### src/rtl/fetch_unit.sv
`default_nettype none
// ============================================================================
// Module   : fetch_unit
// Purpose  : Single-outstanding instruction fetch sequencer with PC
//            validation, memory-ack timeout and trap/restart handling.
// Revision : 1.0 - initial release
// ============================================================================
module fetch_unit #(
    parameter logic [31:0] RESET_VECTOR = 32'h0040_0000,
    parameter logic [31:0] TEXT_BASE    = 32'h0040_0000,
    parameter int          IAW          = 10,
    parameter int          TIMEOUT      = 15,
    parameter logic [31:0] TRAP_VECTOR  = 32'h0040_0180
) (
    input  logic           clk,
    input  logic           rst,
    input  logic           stall,
    input  logic           jmp,
    input  logic [31:0]    jmp_target,
    input  logic           br_taken,
    input  logic [31:0]    br_target,
    input  logic           trap_clr,
    output logic           imem_req,
    output logic [IAW-1:0] imem_addr,
    input  logic           imem_ack,
    input  logic [31:0]    imem_rdata,
    output logic [31:0]    pc,
    output logic [31:0]    inst,
    output logic           inst_valid,
    output logic           trap,
    output logic [1:0]     cause,
    output logic [31:0]    retired
);

    typedef enum logic [1:0] {
        IDLE = 2'd0,
        REQ  = 2'd1,
        EXEC = 2'd2,
        TRAP = 2'd3
    } state_t;

    localparam logic [1:0]  c_CAUSE_NONE    = 2'd0;
    localparam logic [1:0]  c_CAUSE_BADPC   = 2'd1;
    localparam logic [1:0]  c_CAUSE_TIMEOUT = 2'd2;
    // One past the last valid byte address; 33 bits so the window end cannot wrap.
    localparam logic [32:0] c_TEXT_END      = {1'b0, TEXT_BASE} + (33'd1 << (IAW + 2));
    localparam logic [8:0]  c_TIMEOUT       = 9'(TIMEOUT);

    state_t      r_state;
    logic [31:0] r_pc;
    logic [31:0] r_inst;
    logic [31:0] r_retired;
    logic [1:0]  r_cause;
    logic [7:0]  r_waitCnt;

    logic        w_badPc;
    logic [8:0]  w_waitNext;
    logic [31:0] w_nextPc;

    assign w_badPc = (r_pc[1:0] != 2'b00)
                  || ({1'b0, r_pc} <  {1'b0, TEXT_BASE})
                  || ({1'b0, r_pc} >= c_TEXT_END);

    assign w_waitNext = {1'b0, r_waitCnt} + 9'd1;

    always_comb begin
        w_nextPc = r_pc + 32'd4;
        if (jmp) begin
            w_nextPc = jmp_target;
        end else if (br_taken) begin
            w_nextPc = br_target;
        end
    end

    always_ff @(posedge clk or posedge rst) begin
        if (rst) begin
            r_state   <= IDLE;
            r_pc      <= RESET_VECTOR;
            r_inst    <= 32'd0;
            r_retired <= 32'd0;
            r_cause   <= c_CAUSE_NONE;
            r_waitCnt <= 8'd0;
        end else begin
            case (r_state)
                IDLE: begin
                    r_waitCnt <= 8'd0;
                    r_state   <= REQ;
                end
                REQ: begin
                    // Ack is checked before the timeout so a last-cycle ack still wins.
                    if (w_badPc) begin
                        r_cause <= c_CAUSE_BADPC;
                        r_state <= TRAP;
                    end else if (imem_ack) begin
                        r_inst  <= imem_rdata;
                        r_state <= EXEC;
                    end else if (w_waitNext == c_TIMEOUT) begin
                        r_cause <= c_CAUSE_TIMEOUT;
                        r_state <= TRAP;
                    end else begin
                        r_waitCnt <= w_waitNext[7:0];
                    end
                end
                EXEC: begin
                    if (!stall) begin
                        r_pc      <= w_nextPc;
                        r_retired <= r_retired + 32'd1;
                        r_waitCnt <= 8'd0;
                        r_state   <= REQ;
                    end
                end
                TRAP: begin
                    if (trap_clr) begin
                        r_pc      <= TRAP_VECTOR;
                        r_cause   <= c_CAUSE_NONE;
                        r_waitCnt <= 8'd0;
                        r_state   <= REQ;
                    end
                end
                default: begin
                    r_state <= IDLE;
                end
            endcase
        end
    end

    // Outputs decode registered state only, so reset reaches them without a clock edge.
    assign imem_req   = (r_state == REQ) && !w_badPc;
    assign imem_addr  = IAW'((r_pc - TEXT_BASE) >> 2);
    assign pc         = r_pc;
    assign inst       = r_inst;
    assign inst_valid = (r_state == EXEC);
    assign trap       = (r_state == TRAP);
    assign cause      = r_cause;
    assign retired    = r_retired;

endmodule
`default_nettype wire

### config.mk
export PLATFORM = sky130hd
export DESIGN_NAME = fetch_unit
export DESIGN_NICKNAME = d
export VERILOG_FILES = /design/src/rtl/fetch_unit.sv
export SDC_FILE = /design/constraint.sdc
export NUM_CORES = 1
export LEC_CHECK = 0
export CAP_MARGIN = 20
export CORE_MARGIN = 8
export CORE_UTILIZATION = 42
export CTS_BUF_LIST = sky130_fd_sc_hd__clkbuf_2 sky130_fd_sc_hd__clkbuf_4 sky130_fd_sc_hd__clkbuf_8
export CTS_CLUSTER_DIAMETER = 120
export DETAILED_ROUTE_END_ITERATION = 7
export PLACE_DENSITY = 0.8
export SLEW_MARGIN = 0
export SYNTH_ARGS = -nofsm -noshare
export SYNTH_HDL_FRONTEND = slang
export SYNTH_SLANG_ARGS = --single-unit
### constraint.sdc
create_clock -name clk -period 3.3 [get_ports clk]
set_clock_uncertainty 0.1 [all_clocks]
set_input_delay 0.66 -clock clk [delete_from_list [all_inputs] [get_ports clk]]
set_output_delay 0.66 -clock clk [all_outputs]
set_load 0.05 [all_outputs]
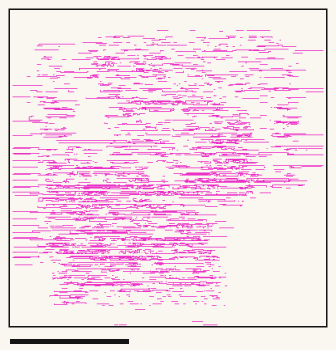
Run 1: the metal 1 layer
The bar under the picture is 50 um long.
789 nets have wire on it. The layer holds 40% of the routed length.

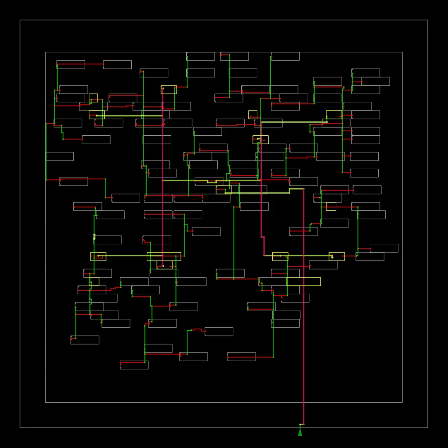
Run 1: the clock network
CTS buffer count: 9
clock buf count: 10

==> impl_metrics.yaml, run 1 <==
# yosys + openroad results
final_timing:
  slew_violations: 0
  setup_ws_ns: 0.218
  hold_viol_final: 0
  finalCritPeriodShare_pct: 93.4
  fmax_ghz: 0.325
  setup_viol: 0
  rsz0062_at_grt: "false"
min_path:
  min_path_cells: 1
drt:
  drc: 0
  drt_iter0_drc: 489
  drtAntennaViolNets: 0
critical_path:
  path_cells: "nor4_1 > nand3_1 > nor4_2 > buf_4"
  arrival_ns: 2.32
  cp_slowest_cell: "nor4_1"
  cp_top_family: "simple AND/OR/NAND/NOR gates"
  reg2reg_from: "pc[12]"
  worstSetupEndpointType: "output pin"
  reg2reg_depth: 5
floorplanning:
  fp.dieH_um: 133
  fp.dieW_um: 133
  fp.dieArea_sq_um: 17700
  io_pins: 214
job:
  max-cap-violations: 0
logic_synthesis:
  avgSynthCellArea_sq_um: 9.93
  synth_warnings: 0
  synth_flop_count: 108
  synthXorXnorAreaFrac_pct: 4.73
  top_logic_kind: "simple AND/OR/NAND/NOR gates"
  syn_inst: 578
  yosysChipArea_sq_um: 5740
  edf_count: 0
global_route:
  grt_first_pass_wirelength_mm: 29.3
  grt_pass1_vias: 5728
  overflow: 0
status:
  status: "complete, no violations"
finish:
  layout-drive-gt1-share_pct: 9.76
  postLayoutCoreUtil_pct: 62.0
  antennaDiodeCount: 0
placement:
  gp_congestion: 0.888
  placed_area_sq_um: 8030
  post-dp-hpwl_mm: 13.9
cts:
  clk_pin_slew_ns: 0.11
  clock_sinks: 108
  cts_tree: "yes"
pwr:
  ir_drop_uv: 517
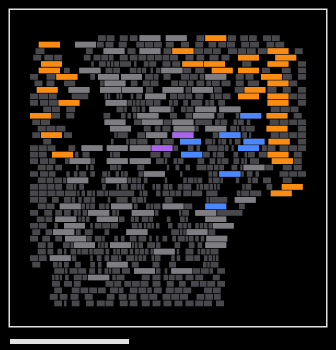
Run 1: where the registers sit
The bar under the picture is 50 um long. Other sequential cells in the stronger grey, the rest of the logic in the fainter grey.
Purple stands for r_state, sequential cells 2. Blue stands for r_waitCnt, sequential cells 8. Orange stands for inst, sequential cells 32.
Another 66 sequential cells are not coloured.

## run 1: per-layer routing
layer | up-vias | global-route usage [%] | part of all wire (%)
li1 | 2529 | - | -
met1 | 2706 | 23.5 | 40
met2 | 247 | 34.5 | 50
met3 | 39 | 4.88 | 7.0
met4 | 0 | 9.15 | 2.9
met5 | - | 0 | 0
## run 1: registers in the layout, summed over array words and instances (netlist names)
register / cells
inst: 32
pc: 32
cause: 2
retired: 32
r_state: 2
r_waitCnt: 8
## run 1: cell usage in the layout (no fill, tap or decap), types with 3 or more instances in the layout
master | netlist | layout
clkdlybuf4s50_1 | 0 | 212
buf_4 | 10 | 10
xnor2_1 | 27 | 27
mux2_2 | 34 | 34
o2bb2ai_1 | 20 | 20
a31oi_1 | 4 | 4
clkbuf_8 | 0 | 9
a21oi_1 | 30 | 30
nor3_1 | 9 | 9
or4_1 | 6 | 6
ha_1 | 5 | 5
o211ai_1 | 5 | 5
nor2b_1 | 3 | 3
o221ai_1 | 20 | 20
nand4_1 | 17 | 17
nor2_1 | 30 | 30
a221oi_1 | 4 | 4
and4_1 | 5 | 5
and2_1 | 7 | 7
a21o_1 | 4 | 4
xor2_1 | 4 | 4
o21ai_0 | 34 | 34
or2_2 | 3 | 3
nand2b_1 | 6 | 6
and3_1 | 10 | 10
o22ai_1 | 6 | 6
dfrtp_1 | 107 | 107
nand2_1 | 30 | 30
nand3_1 | 32 | 31
inv_1 | 31 | 30
nor4_1 | 14 | 13
nor4b_1 | 3 | 3
## run 1: logic make-up after synthesis
group                    Yosys count
adder cells (fa/ha/maj)            5
buffers and inverters             69
AND-OR/OR-AND                    145
XOR/XNOR                          31
multiplexers                      35
flip-flops                       108
AND/OR/NAND/NOR                  185
## run 1: Yosys cell counts, drive strengths merged (2+ instances only)
cell	number	area (sq um)
a41oi	2	17.5
nor4b	3	26.3
xnor2	27	236
buf	15	98.8
nand2b	6	37.5
o221ai	20	175
nand4	18	128
nor4	14	87.6
nor3b	2	15.0
dfrtp	107	2680
and3	11	70.1
nand2	30	113
and2	7	43.8
o22ai	6	37.5
o21ai	35	175
a221oi	4	35.0
ha	5	62.6
a31oi	4	25.0
clkbuf	23	86.3
mux2	34	383
a21boi	2	15.0
nor2b	3	18.8
a22oi	2	15.0
o211ai	5	37.5
or4	6	45.0
nor2	30	113
nor3	9	45.0
a211oi	2	15.0
xor2	4	35.0
inv	31	116
a21oi	30	150
o31ai	2	15.0
and4	6	53.8
a21o	5	38.8
nand3	32	160
or2	3	18.8
o2bb2ai	20	175
## run 1: power breakdown
group | switching, mW | internal [mW] | total [mW] | leakage [nW]
Combinational | 2.15 | 1.27 | 3.42 | 1.76
Clock | 0.467 | 0.436 | 0.903 | 0.106
Sequential | 0.320 | 1.66 | 1.98 | 1.41
## run 1: final cells by class
class | instances | area [sq um]
clock buffers | 10 | 131
well taps | 176 | 220
fillers | 1060 | 5050
flip-flops and latches | 108 | 2700
multi-input cells | 401 | 2750
repair buffers | 224 | 2240
clock inverters | 5 | 85.1
inverters | 31 | 120
Run 1, close-up of the layout:
The bar under the picture is 20 um long. Window x 41 to 91, y 68 to 118 um. Cells in grey, sequential cells in the stronger grey; small squares are vias.
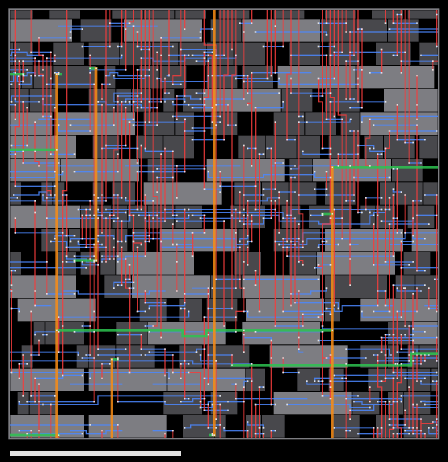

==> run 2, diff against run 1 <==
--- a/config.mk
+++ b/config.mk
@@ -6,12 +6,13 @@
 export NUM_CORES = 1
 export LEC_CHECK = 0
 export CAP_MARGIN = 20
-export CORE_MARGIN = 8
+export CORE_MARGIN = 5
 export CORE_UTILIZATION = 42
 export CTS_BUF_LIST = sky130_fd_sc_hd__clkbuf_2 sky130_fd_sc_hd__clkbuf_4 sky130_fd_sc_hd__clkbuf_8
 export CTS_CLUSTER_DIAMETER = 120
 export DETAILED_ROUTE_END_ITERATION = 7
 export PLACE_DENSITY = 0.8
+export SETUP_SLACK_MARGIN = 0.2
 export SLEW_MARGIN = 0
 export SYNTH_ARGS = -nofsm -noshare
 export SYNTH_HDL_FRONTEND = slang
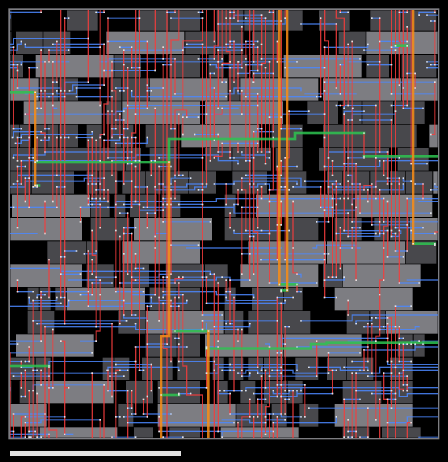
Run 2: close-up of the layout
The bar under the picture is 20 um long. Window x 38 to 88, y 64 to 114 um. Cells in grey, sequential cells in the stronger grey; small squares are vias.
Red stands for M2. Orange stands for M4. Green stands for M3. Blue stands for M1.
Netlist names of flops here include retired (24), r_waitCnt (3), pc (2). 169 logic cells have their middle in the window. Sequential cells in the window: 32. Most frequent: dfrtp_1 (32), xnor2_1 (21), clkdlybuf4s50_1 (20).

==> run 2 against run 1 <==
Highest routed layer unchanged; non-clock buffer count fell by 1; first-iteration DRC count shrank 22%; synthesized cell count unchanged.
==> impl_metrics.yaml, run 2 <==
# yosys + openroad results
status:
  status: "complete, no violations"
logic_synthesis:
  top_cells_by_count: "dfrtp_1, mux2_2, o21ai_0"
  avgSynthCellArea_sq_um: 9.93
  synth_warnings: 0
  edf_count: 0
  yosysChipArea_sq_um: 5740
  synth_flop_count: 108
  synth.area.top_cells: "dfrtp_1, mux2_2, xnor2_1"
  netlist.area_leader.share_pct: 46.7
  top_area_cell: "dfrtp_1"
critical_path:
  path_cells: "or4_1 > nor4_2 > buf_4"
  reg2reg_from: "pc[12]"
  worstSetupEndpointType: "output pin"
final_timing:
  fmax_ghz: 0.331
  slew_violations: 0
  finalCritPeriodShare_pct: 91.6
  setup_ws_ns: 0.276
global_route:
  overflow: 0
  grt_pass1_vias: 5568
finish:
  layout-drive-gt1-share_pct: 9.88
  layout_top_cells: "clkdlybuf4s50_1, dfrtp_1, mux2_2, o21ai_0, nand3_1"
  layout_top_cell: "clkdlybuf4s50_1"
min_path:
  min_path_cells: 1
pwr:
  ir_drop_uv: 474
drt:
  drtAntennaViolNets: 0
  drt_iter0_drc: 382
placement:
  post-dp-hpwl_mm: 13.3
floorplanning:
  fp.dieH_um: 127
  fp.dieArea_sq_um: 16100
  io_pins: 214
cts:
  cts_tree: "yes"
  clock_sinks: 108
job:
  max-cap-violations: 0
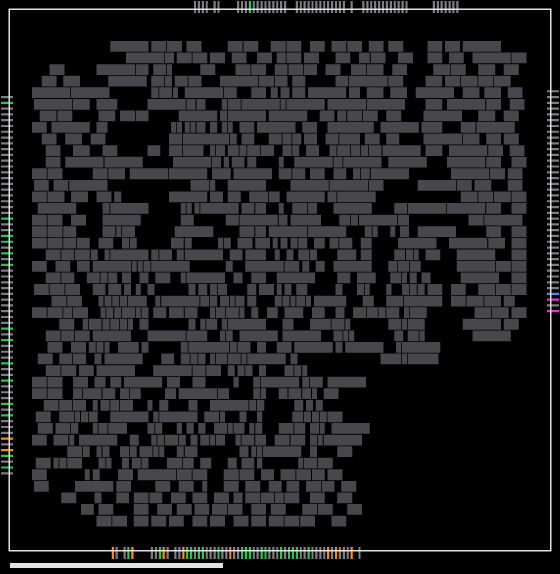
Run 2: I/O pins on the die edge
The bar under the picture is 50 um long. Pins as bars across the die edge, other pins in grey.
Blue stands for imem_req, pins 1, direction output, edge right. Orange stands for imem_addr, pins 10, direction output, edge 8 bottom, 2 left. Magenta stands for cause, pins 2, direction output, edge right. Green stands for jmp_target, pins 32, direction input, edge 17 bottom, 14 left, 1 top.
All pins by edge: 66 left, 57 bottom, 52 top, 39 right.

## run 2: report_power, final
group          internal (mW)  switching, mW
Clock                  0.440          0.487
Sequential              1.66          0.322
Combinational           1.29           2.14
Total                   3.38           2.95
## run 2: per-layer routing
layer | share of wire [%] | GRT usage (%) | wire, um
met1 | 40 | 26.3 | 7000
met5 | 0 | 0 | 0
met2 | 49 | 36.2 | 8710
met4 | 3.1 | 8.01 | 542
met3 | 7.8 | 6.39 | 1380
## run 2: repair_timing
item | 4_1_cts | 5_1_grt
setup buffers | 0 | 0
setup endpoints to repair | 0 | 1
gates resized | 0 | 1
## run 2: logic make-up after synthesis
logic type	share of synthesized area, %
flops	47.1
mux	6.85
simple gates	17.9
xor+xnor	4.73
fa+ha+maj	1.09
buf+inv	5.26
compound gates	17.1
## run 2: area by class of cell
class	count	area, sq um
Sequential cell	108	2700
Timing Repair Buffer	223	2230
Clock buffer	9	124
Multi-Input combinational cell	401	2750
Tap cell	176	220
Inverter	31	120
Fill cell	1076	5040
Clock inverter	7	105
## run 2: how the worst max path moves through the flow
stage	start	endpoint	slack, ns	cells after the start
2_1_floorplan	pc[12]	imem_req	0.29	3
3_3_place_gp	stall	retired[28]	0.54	6
3_5_place_dp	stall	retired[30]	0.45	6
4_1_cts	pc[12]	imem_req	0.32	3
5_1_grt	pc[12]	imem_req	0.24	3
6_report	pc[12]	imem_req	0.28	3
## run 2: worst max-delay path: cells and delay by family (launching register included)
family,cells,cell delay [ns]
buffers and inverters,1,0.28
and+or+nand+nor,2,1.14
DFF,1,0.45
## run 2: stage by stage
step	cell area, sq um	cells	hold slack [ns]
global route	8260	955	0.423
floorplan	5750	578	0.433
CTS	8250	955	0.391
finish	8260	955	0.385
detailed placement	8020	939	0.373
global placement	8020	939	0.366
Run 2, where the registers sit:
The bar under the picture is 50 um long. Other sequential cells in the stronger grey, the rest of the logic in the fainter grey.
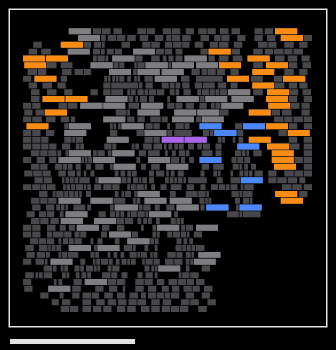

==> run 3, diff against run 2 <==
--- a/config.mk
+++ b/config.mk
@@ -5,12 +5,14 @@
 export SDC_FILE = /design/constraint.sdc
 export NUM_CORES = 1
 export LEC_CHECK = 0
+export ABC_CLOCK_PERIOD_IN_PS = 3300
 export CAP_MARGIN = 20
 export CORE_MARGIN = 5
 export CORE_UTILIZATION = 42
 export CTS_BUF_LIST = sky130_fd_sc_hd__clkbuf_2 sky130_fd_sc_hd__clkbuf_4 sky130_fd_sc_hd__clkbuf_8
 export CTS_CLUSTER_DIAMETER = 120
 export DETAILED_ROUTE_END_ITERATION = 7
+export GPL_ROUTABILITY_DRIVEN = 0
 export PLACE_DENSITY = 0.8
 export SETUP_SLACK_MARGIN = 0.2
 export SLEW_MARGIN = 0
==> constraint.sdc (replaced) <==
create_clock -name clk -period 3.3 [get_ports clk]
set_clock_uncertainty 0.1 [all_clocks]
set_input_delay 0.66 -clock clk [delete_from_list [all_inputs] [get_ports clk]]
set_output_delay 0.66 -clock clk [all_outputs]
set_load 0.005 [all_outputs]
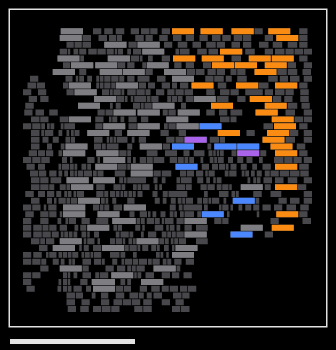
Run 3: where the registers sit
The bar under the picture is 50 um long. Other sequential cells in the stronger grey, the rest of the logic in the fainter grey.
Seq/total area: 32.7%
Register Area: 2710 sq um
seq pwr: 1.95 mW
utilization after layout: 62.1%

==> run 3 against run 2 <==
Global-route usage is 0.57 points higher; largest cell class unchanged; worst setup slack better by 0.35 ns; maximum frequency is 13% higher; cell count is 0.42% higher; core utilization hardly changed; critical path depth stayed put; hold slack better by 0.0068 ns; synthesized cell count stayed put; routed wire length is 2.5% higher.
==> impl_metrics.yaml, run 3 <==
# yosys + openroad results
status:
  status: "complete, no violations"
floorplanning:
  fp.dieH_um: 127
  fp.dieW_um: 127
  io_pins: 214
  fp.dieArea_sq_um: 16100
logic_synthesis:
  top_cells_by_count: "dfrtp_1, mux2_2, o21ai_0"
  synth_warnings: 0
  synth_flop_count: 108
  synth.area.top_cells: "dfrtp_1, mux2_2, xnor2_1"
drt:
  drc: 0
  drtAntennaViolNets: 0
cts:
  clk_pin_slew_ns: 0.10
  numCtsBuffers: 9
critical_path:
  reg2reg_from: "pc[9]"
  cp_top_family: "simple AND/OR/NAND/NOR gates"
  crit_path_start: "pc[12]"
  path_cells: "or4_4 > nor4_4 > dlymetal6s2s_1"
  cp_slowest_cell: "or4_4"
  reg2reg_depth: 5
global_route:
  grt_pass1_vias: 5683
final_timing:
  fmax_ghz: 0.374
  slew_violations: 0
  setup_viol: 0
  hold_viol_final: 0
finish:
  layout_top_cells: "clkdlybuf4s50_1, dfrtp_1, mux2_2, o21ai_0, nand3_1"
  layout-drive-gt1-share_pct: 10.5
  fin_area_sq_um: 8260
placement:
  post-dp-hpwl_mm: 13.8
  placed_area_sq_um: 8030
pwr:
  ir_drop_uv: 238
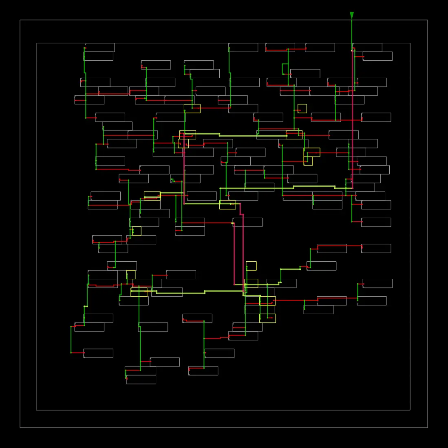
Run 3: the clock network
Sinks on Clock Net: 108
clock buf count: 11
Power Clock: 0.771 mW
sequential cells: 108

run 3: netlist changes by cell type in the layout (fill, tap and decap cells not counted), moves of 2 or more:
cell	previous run	this run
buf_4	9	12
bufinv_16	2	0
clkbuf_4	0	2
nor4_4	0	2
run 3: per-layer routing:
layer	vias to the layer above	global-route usage, %	part of all wire, %
met2	249	38.5	50
met5	-	0	0
li1	2532	-	-
met4	0	5.68	1.9
met3	27	5.21	7.8
met1	2672	27.9	40
run 3: worst max path at each step:
stage                              end  slack [ns]
final                         imem_req        0.63
after global routing          imem_req        0.55
after CTS                     imem_req        0.21
after detailed placement      imem_req        0.38
after global placement           pc[0]        0.26
after floorplan           r_waitCnt[3]        1.06
run 3: cell families (layout without fill, tap and decap cells):
logic type               Yosys count  count (layout)  share of synthesized area, %
AND/OR/NAND/NOR                  185             185                          17.9
AND-OR/OR-AND                    145             145                          17.1
flip-flops                       108             108                          47.1
buffers and inverters             69             274                          5.26
multiplexers                      35              35                          6.85
XOR/XNOR                          31              31                          4.73
adder cells (fa/ha/maj)            5               5                          1.09
run 3: cell type report:
type	count	area, sq um
clock buffer	11	139
clock inverter	5	43.8
fill	1135	5030
inverter	31	120
multi-input combinational	401	2780
sequential	108	2710
tap	176	220
timing repair buffer	227	2260
run 3: where the power goes:
group	internal (mW)	leakage, nW	switching, mW	total (mW)
clock	0.302	0.0889	0.469	0.771
combinational	1.32	1.79	0.998	2.32
sequential	1.66	1.41	0.292	1.95
total	3.28	3.29	1.76	5.04
run 3: worst register-to-register path, cell delays in order, from the launching register on:
cell	delay [ns]
dfrtp_1	0.56
nand3_1	0.20
or4_1	0.69
nor4_1	0.47
o21ai_0	0.15
o2bb2ai_1	0.15
run 3: timing repair:
| action | 4_1_cts | 5_1_grt |
|---|---|---|
| gates resized | 4 | 4 |
| pin swaps | 0 | 1 |
| setup endpoints to repair | 1 | 1 |
run 3: metrics by stage:
step	std cells	power, mW	util, %	hold WS [ns]
detailed placement	943	4.24	60.4	0.384
global placement	942	4.12	60.3	0.363
CTS	959	5.06	62.0	0.398
global route	959	5.36	62.1	0.413
floorplan	578	3.06	-	0.368
finish	959	5.04	62.1	0.392
No activity file was given, so power comes from the tool's default toggle rates.
